$ cat src/rtl/pic_pkg.sv
// Shared encodings for the PIC-style execute controller: codigo classes, opcodes,
// FSM states and the decoded-instruction record.
package pic_pkg;

    localparam logic [1:0] CODE_REG = 2'b00;
    localparam logic [1:0] CODE_BIT = 2'b01;
    localparam logic [1:0] CODE_ILL = 2'b10;
    localparam logic [1:0] CODE_LIT = 2'b11;

    // Byte-oriented file-register ops, control = inst[11:8]
    localparam logic [3:0] OP_MOVF   = 4'd0;
    localparam logic [3:0] OP_CLR    = 4'd1;
    localparam logic [3:0] OP_SUBWF  = 4'd2;
    localparam logic [3:0] OP_DECF   = 4'd3;
    localparam logic [3:0] OP_IORWF  = 4'd4;
    localparam logic [3:0] OP_ANDWF  = 4'd5;
    localparam logic [3:0] OP_XORWF  = 4'd6;
    localparam logic [3:0] OP_ADDWF  = 4'd7;
    localparam logic [3:0] OP_MOVWF  = 4'd8;
    localparam logic [3:0] OP_COMF   = 4'd9;
    localparam logic [3:0] OP_INCF   = 4'd10;
    localparam logic [3:0] OP_DECFSZ = 4'd11;
    localparam logic [3:0] OP_RLF    = 4'd12;
    localparam logic [3:0] OP_RRF    = 4'd13;
    localparam logic [3:0] OP_SWAPF  = 4'd14;
    localparam logic [3:0] OP_INCFSZ = 4'd15;

    // Bit ops, control = inst[13:10]
    localparam logic [3:0] OP_BCF   = 4'b0100;
    localparam logic [3:0] OP_BSF   = 4'b0101;
    localparam logic [3:0] OP_BTFSC = 4'b0110;
    localparam logic [3:0] OP_BTFSS = 4'b0111;

    // Literal ops, control = inst[11:8]; 0..7 and 11 load k into W without flags
    localparam logic [3:0] LIT_MOVLW = 4'd0;
    localparam logic [3:0] LIT_IORLW = 4'd8;
    localparam logic [3:0] LIT_ANDLW = 4'd9;
    localparam logic [3:0] LIT_XORLW = 4'd10;
    localparam logic [3:0] LIT_SUBLW = 4'd12;
    localparam logic [3:0] LIT_ADDLW = 4'd14;

    typedef enum logic [2:0] {IDLE, READ, EXEC, WB, DONE} pic_state_e;

    typedef enum logic [1:0] {SKIP_NONE, SKIP_ZERO, SKIP_BCLR, SKIP_BSET} skip_e;

    typedef struct packed {
        logic [1:0] codigo;
        logic [3:0] control;
        logic [2:0] nbit;
        logic [6:0] addr;
        logic [7:0] k;
        logic       dest_file;
        logic       wr_w;
        logic       wr_z;
        logic       wr_c;
        logic       wr_dc;
        skip_e      skip_kind;
    } dec_t;

endpackage

$ cat src/rtl/pic_decode.sv
// Combinational instruction decoder: splits a 14-bit word into ALU controls,
// writeback destination, flag-update enables and skip kind.
module pic_decode
    import pic_pkg::*;
(
    input  logic [13:0] inst,
    output dec_t        dec
);

    always_comb begin
        dec           = '0;
        dec.codigo    = inst[13:12];
        dec.addr      = inst[6:0];
        dec.k         = inst[7:0];
        dec.skip_kind = SKIP_NONE;
        case (inst[13:12])
            CODE_REG: begin
                dec.control = inst[11:8];
                // inst == 0 is NOP: reads file 0 but writes nothing and keeps flags
                if (inst[11:0] != 12'd0) begin
                    dec.dest_file = inst[7] || (inst[11:8] == OP_MOVWF);
                    dec.wr_w      = !(inst[7] || (inst[11:8] == OP_MOVWF));
                    case (inst[11:8])
                        OP_MOVWF, OP_DECFSZ, OP_INCFSZ, OP_SWAPF: dec.wr_z = 1'b0;
                        OP_RLF, OP_RRF:     dec.wr_c = 1'b1;
                        OP_ADDWF, OP_SUBWF: begin
                            dec.wr_z  = 1'b1;
                            dec.wr_c  = 1'b1;
                            dec.wr_dc = 1'b1;
                        end
                        default:            dec.wr_z = 1'b1;
                    endcase
                    if (inst[11:8] == OP_DECFSZ || inst[11:8] == OP_INCFSZ) begin
                        dec.skip_kind = SKIP_ZERO;
                    end
                end
            end
            CODE_BIT: begin
                dec.control = inst[13:10];
                dec.nbit    = inst[9:7];
                case (inst[13:10])
                    OP_BCF, OP_BSF: dec.dest_file = 1'b1;
                    OP_BTFSC:       dec.skip_kind = SKIP_BCLR;
                    OP_BTFSS:       dec.skip_kind = SKIP_BSET;
                    default:        dec.dest_file = 1'b0;
                endcase
            end
            CODE_LIT: begin
                dec.control = inst[11:8];
                dec.wr_w    = 1'b1;
                dec.wr_z    = inst[11] && (inst[11:8] != 4'd11);
                dec.wr_c    = (inst[11:10] == 2'b11);
                dec.wr_dc   = (inst[11:10] == 2'b11);
            end
            default: dec.codigo = CODE_ILL;
        endcase
    end

endmodule

$ cat src/rtl/pic_exec_ctrl.sv
// Execute-stage sequencer for the 8-bit PIC-style ALU: one instruction in flight,
// owns W and {DC,C,Z}, drives the external ALU and file-register port.
module pic_exec_ctrl
    import pic_pkg::*;
#(
    parameter int DATA_W = 8,
    parameter int ADDR_W = 7,
    parameter int INST_W = 14
) (
    input  logic              clk,
    input  logic              rst_n,
    // Handshake: an instruction transfers on a rising edge where inst_valid && inst_ready;
    // inst_ready is high only in IDLE, and inst is ignored on every other cycle.
    input  logic              inst_valid,
    output logic              inst_ready,
    input  logic [INST_W-1:0] inst,
    output logic              fr_re,
    output logic [ADDR_W-1:0] fr_addr,
    input  logic [DATA_W-1:0] fr_rdata,
    output logic              fr_we,
    output logic [DATA_W-1:0] fr_wdata,
    output logic [1:0]        alu_codigo,
    output logic [3:0]        alu_control,
    output logic [2:0]        alu_nbit,
    output logic [DATA_W-1:0] alu_a,
    output logic [DATA_W-1:0] alu_b,
    input  logic [DATA_W-1:0] alu_out,
    input  logic              alu_zero,
    input  logic              alu_carry,
    input  logic              alu_dcarry,
    output logic [DATA_W-1:0] w_reg,
    output logic [2:0]        status,
    output logic              skip,
    output logic              illegal,
    output pic_state_e        dbg_state
);

    dec_t dec;

    pic_state_e        state_q, state_d;
    logic [ADDR_W-1:0] fr_addr_q, fr_addr_d;
    logic              fr_re_q, fr_re_d, fr_we_q, fr_we_d, illegal_q, illegal_d;
    logic [1:0]        alu_codigo_q, alu_codigo_d;
    logic [3:0]        alu_control_q, alu_control_d;
    logic [2:0]        alu_nbit_q, alu_nbit_d;
    logic [DATA_W-1:0] alu_a_q, alu_a_d, b_q, b_d, w_q, w_d;
    logic [2:0]        status_q, status_d;
    logic              lit_q, lit_d, dest_file_q, dest_file_d, wr_w_q, wr_w_d;
    logic              wr_z_q, wr_z_d, wr_c_q, wr_c_d, wr_dc_q, wr_dc_d;
    skip_e             skip_kind_q, skip_kind_d;
    logic              skip_hit;

    pic_decode u_decode (
        .inst (inst),
        .dec  (dec)
    );

    always_comb begin
        state_d       = state_q;
        fr_addr_d     = fr_addr_q;
        fr_re_d       = 1'b0;
        fr_we_d       = 1'b0;
        illegal_d     = 1'b0;
        alu_codigo_d  = alu_codigo_q;
        alu_control_d = alu_control_q;
        alu_nbit_d    = alu_nbit_q;
        alu_a_d       = alu_a_q;
        b_d           = b_q;
        w_d           = w_q;
        status_d      = status_q;
        lit_d         = lit_q;
        dest_file_d   = dest_file_q;
        wr_w_d        = wr_w_q;
        wr_z_d        = wr_z_q;
        wr_c_d        = wr_c_q;
        wr_dc_d       = wr_dc_q;
        skip_kind_d   = skip_kind_q;
        case (state_q)
            IDLE: begin
                if (inst_valid) begin
                    if (dec.codigo == CODE_ILL) begin
                        state_d   = DONE;
                        illegal_d = 1'b1;
                    end else begin
                        fr_addr_d     = dec.addr;
                        alu_codigo_d  = dec.codigo;
                        alu_control_d = dec.control;
                        alu_nbit_d    = dec.nbit;
                        alu_a_d       = w_q;
                        lit_d         = (dec.codigo == CODE_LIT);
                        dest_file_d   = dec.dest_file;
                        wr_w_d        = dec.wr_w;
                        wr_z_d        = dec.wr_z;
                        wr_c_d        = dec.wr_c;
                        wr_dc_d       = dec.wr_dc;
                        skip_kind_d   = dec.skip_kind;
                        if (dec.codigo == CODE_LIT) begin
                            state_d = EXEC;
                            b_d     = dec.k;
                        end else begin
                            state_d = READ;
                            fr_re_d = 1'b1;
                        end
                    end
                end
            end
            READ: state_d = EXEC;
            EXEC: begin
                // The ALU samples fr_rdata on this edge; keep a copy so B stays stable in WB
                if (!lit_q) begin
                    b_d = fr_rdata;
                end
                fr_we_d = dest_file_q;
                state_d = WB;
            end
            WB: begin
                if (wr_w_q)  w_d         = alu_out;
                if (wr_z_q)  status_d[0] = alu_zero;
                if (wr_c_q)  status_d[1] = alu_carry;
                if (wr_dc_q) status_d[2] = alu_dcarry;
                state_d = IDLE;
            end
            DONE:    state_d = IDLE;
            default: state_d = IDLE;
        endcase
    end

    always_ff @(posedge clk or negedge rst_n) begin
        if (!rst_n) begin
            state_q       <= IDLE;
            fr_addr_q     <= '0;
            fr_re_q       <= 1'b0;
            fr_we_q       <= 1'b0;
            illegal_q     <= 1'b0;
            alu_codigo_q  <= '0;
            alu_control_q <= '0;
            alu_nbit_q    <= '0;
            alu_a_q       <= '0;
            b_q           <= '0;
            w_q           <= '0;
            status_q      <= '0;
            lit_q         <= 1'b0;
            dest_file_q   <= 1'b0;
            wr_w_q        <= 1'b0;
            wr_z_q        <= 1'b0;
            wr_c_q        <= 1'b0;
            wr_dc_q       <= 1'b0;
            skip_kind_q   <= SKIP_NONE;
        end else begin
            state_q       <= state_d;
            fr_addr_q     <= fr_addr_d;
            fr_re_q       <= fr_re_d;
            fr_we_q       <= fr_we_d;
            illegal_q     <= illegal_d;
            alu_codigo_q  <= alu_codigo_d;
            alu_control_q <= alu_control_d;
            alu_nbit_q    <= alu_nbit_d;
            alu_a_q       <= alu_a_d;
            b_q           <= b_d;
            w_q           <= w_d;
            status_q      <= status_d;
            lit_q         <= lit_d;
            dest_file_q   <= dest_file_d;
            wr_w_q        <= wr_w_d;
            wr_z_q        <= wr_z_d;
            wr_c_q        <= wr_c_d;
            wr_dc_q       <= wr_dc_d;
            skip_kind_q   <= skip_kind_d;
        end
    end

    // Bit-test skips come from the held B copy, never from alu_out
    always_comb begin
        skip_hit = 1'b0;
        case (skip_kind_q)
            SKIP_ZERO: skip_hit = (alu_out == '0);
            SKIP_BCLR: skip_hit = !b_q[alu_nbit_q];
            SKIP_BSET: skip_hit = b_q[alu_nbit_q];
            default:   skip_hit = 1'b0;
        endcase
    end

    assign inst_ready  = (state_q == IDLE);
    assign fr_re       = fr_re_q;
    assign fr_addr     = fr_addr_q;
    assign fr_we       = fr_we_q;
    assign fr_wdata    = alu_out;
    assign alu_codigo  = alu_codigo_q;
    assign alu_control = alu_control_q;
    assign alu_nbit    = alu_nbit_q;
    assign alu_a       = alu_a_q;
    assign alu_b       = (state_q == EXEC && !lit_q) ? fr_rdata : b_q;
    assign w_reg       = w_q;
    assign status      = status_q;
    assign skip        = (state_q == WB) && skip_hit;
    assign illegal     = illegal_q;
    assign dbg_state   = state_q;

endmodule

$ cat config.mk
export PLATFORM = sky130hd
export DESIGN_NAME = pic_exec_ctrl
export DESIGN_NICKNAME = d
export VERILOG_FILES = /design/src/rtl/pic_pkg.sv /design/src/rtl/pic_decode.sv /design/src/rtl/pic_exec_ctrl.sv
export SDC_FILE = /design/constraint.sdc
export NUM_CORES = 1
export LEC_CHECK = 0
export ABC_AREA = 0
export CAP_MARGIN = 20
export CORE_MARGIN = 4
export CORE_UTILIZATION = 47
export CTS_BUF_LIST = sky130_fd_sc_hd__clkbuf_4 sky130_fd_sc_hd__clkbuf_8
export DETAILED_ROUTE_END_ITERATION = 16
export GPL_TIMING_DRIVEN = 1
export PLACE_DENSITY = 0.82
export SETUP_SLACK_MARGIN = 0.4
export SLEW_MARGIN = 0
export SYNTH_ARGS = -nofsm -noshare
export SYNTH_HDL_FRONTEND = slang
export SYNTH_SLANG_ARGS = --single-unit
$ cat constraint.sdc
create_clock -name clk -period 2.8 [get_ports clk]
set_input_delay 0.84 -clock clk [delete_from_list [all_inputs] [get_ports clk]]
set_output_delay 0.84 -clock clk [all_outputs]
set_load 0.03 [all_outputs]
Figure 1. Sequential cells grouped by signal name.
Other sequential cells in the stronger grey, the rest of the logic in the fainter grey.
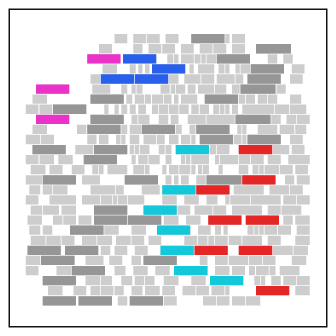
legend:
  cyan:
    name_in_the_netlist: `fr_addr`
    flops: 7
  magenta:
    name_in_the_netlist: `status`
    flops: 3
  blue:
    name_in_the_netlist: `alu_control`
    flops: 4
    where: north
  red:
    name_in_the_netlist: `b_q`
    flops: 8
not coloured: 35
area occupied by registers: 0.00143 sq mm
final core utilization: 0.741
Seq area share: 0.342

Figure 2. The clock network.
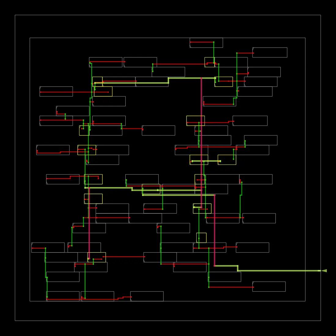
CTS buffer count: 9
Fin Clk Skew: 0.00833 ns
clk_lat worst skew: 0.33 ns
CLK BUF: 16

==> results.cfg <==
; synthesis and place-and-route metrics
[status]
violations = setup timing
status = complete, but fails checks

[synth]
ff_type = dfrtp_1
ys.flops = 57
synth-async-reset-ratio = 1.00
top_area_frac = 0.508
postSynthSeqShare = 0.508
ys_types = 42

[final_timing]
rsz0062_at_grt = yes
setup_viol_count_final = 1
setup_ws_ns = -0.107

[global_route]
grt-ovfl-total = 0

[pwr]
p_int_uw = 3000
swShare = 0.405

[min_path]
hold_path.class = primary input to async pin

[routing]
routed.top_layer = met4
wl_met2_mm = 3.52
dr_total_vias = 2230

[worst_setup_path]
cpPeakStageDelay_ns = 0.53
r2r-end = w_reg[0]$_DFFE_PN0P_
r2r_setup_slack_ns = 1.05
reg2regPathDepth = 6
worst_setup_path_start_kind = register
regToRegStartpoint = dbg_state[1]$_DFFE_PN0P_

[clocking]
clockRootBuffer = clkbuf_8
htreeDepth = 3

[placement]
dp.cells = 408
place_congestion = 0.858

[final_layout]
stdcell_area_sq_mm = 0.00418
diodes = 0
[cells by family (layout without fill, tap and decap cells)]
| family | count (synthesis) | after routing | synth area share |
|---|---|---|---|
| buffers and inverters | 26 | 144 | 0.0611 |
| adders and majority gates | 4 | 4 | 0.0178 |
| and+or+nand+nor | 59 | 59 | 0.112 |
| muxes | 46 | 46 | 0.189 |
| DFF | 57 | 57 | 0.508 |
| xor gates and xnor gates | 1 | 1 | 0.00312 |
| AOI/OAI and AO/OA | 48 | 48 | 0.109 |
[worst register-to-register path: cells and delay by family (launching register included)]
family,cells,cell delay (ns)
DFF,1,0.42
buffers and inverters,2,0.34
muxes,1,0.36
and+or+nand+nor,3,0.51
[final cells by class]
type	instances	area, sq um
clock buffer	16	189
sequential	57	1430
fill	387	1460
multi-input combinational	158	1280
inverter	5	18.8
timing repair buffer	123	1170
tap	72	90.1
[cell usage after synthesis, drive strengths merged (2+ instances only)]
library cell	instances
nand2	33
mux4	2
nor4b	2
nor3	2
clkbuf	2
a211oi	2
o21ai	23
dfrtp	57
a21oi	9
a21boi	3
nand2b	2
nor4	4
ha	4
inv	5
mux2	35
and3	3
mux2i	9
nand4b	2
a22oi	3
nor2	5
nor2b	3
a31oi	2
buf	19
[cells in the final DEF (no fill, tap or decap), types with 7 or more instances in the layout]
| cell | netlist | final |
|---|---|---|
| dlygate4sd2_1 | 0 | 9 |
| clkdlybuf4s50_1 | 0 | 64 |
| o21ai_1 | 7 | 7 |
| a21oi_1 | 9 | 9 |
| mux2_4 | 0 | 9 |
| mux2_2 | 35 | 26 |
| clkbuf_8 | 0 | 11 |
| buf_6 | 5 | 14 |
| mux2i_1 | 9 | 8 |
| dfrtp_1 | 57 | 53 |
| nand2_1 | 32 | 32 |
| o21ai_0 | 14 | 14 |
| buf_4 | 8 | 31 |
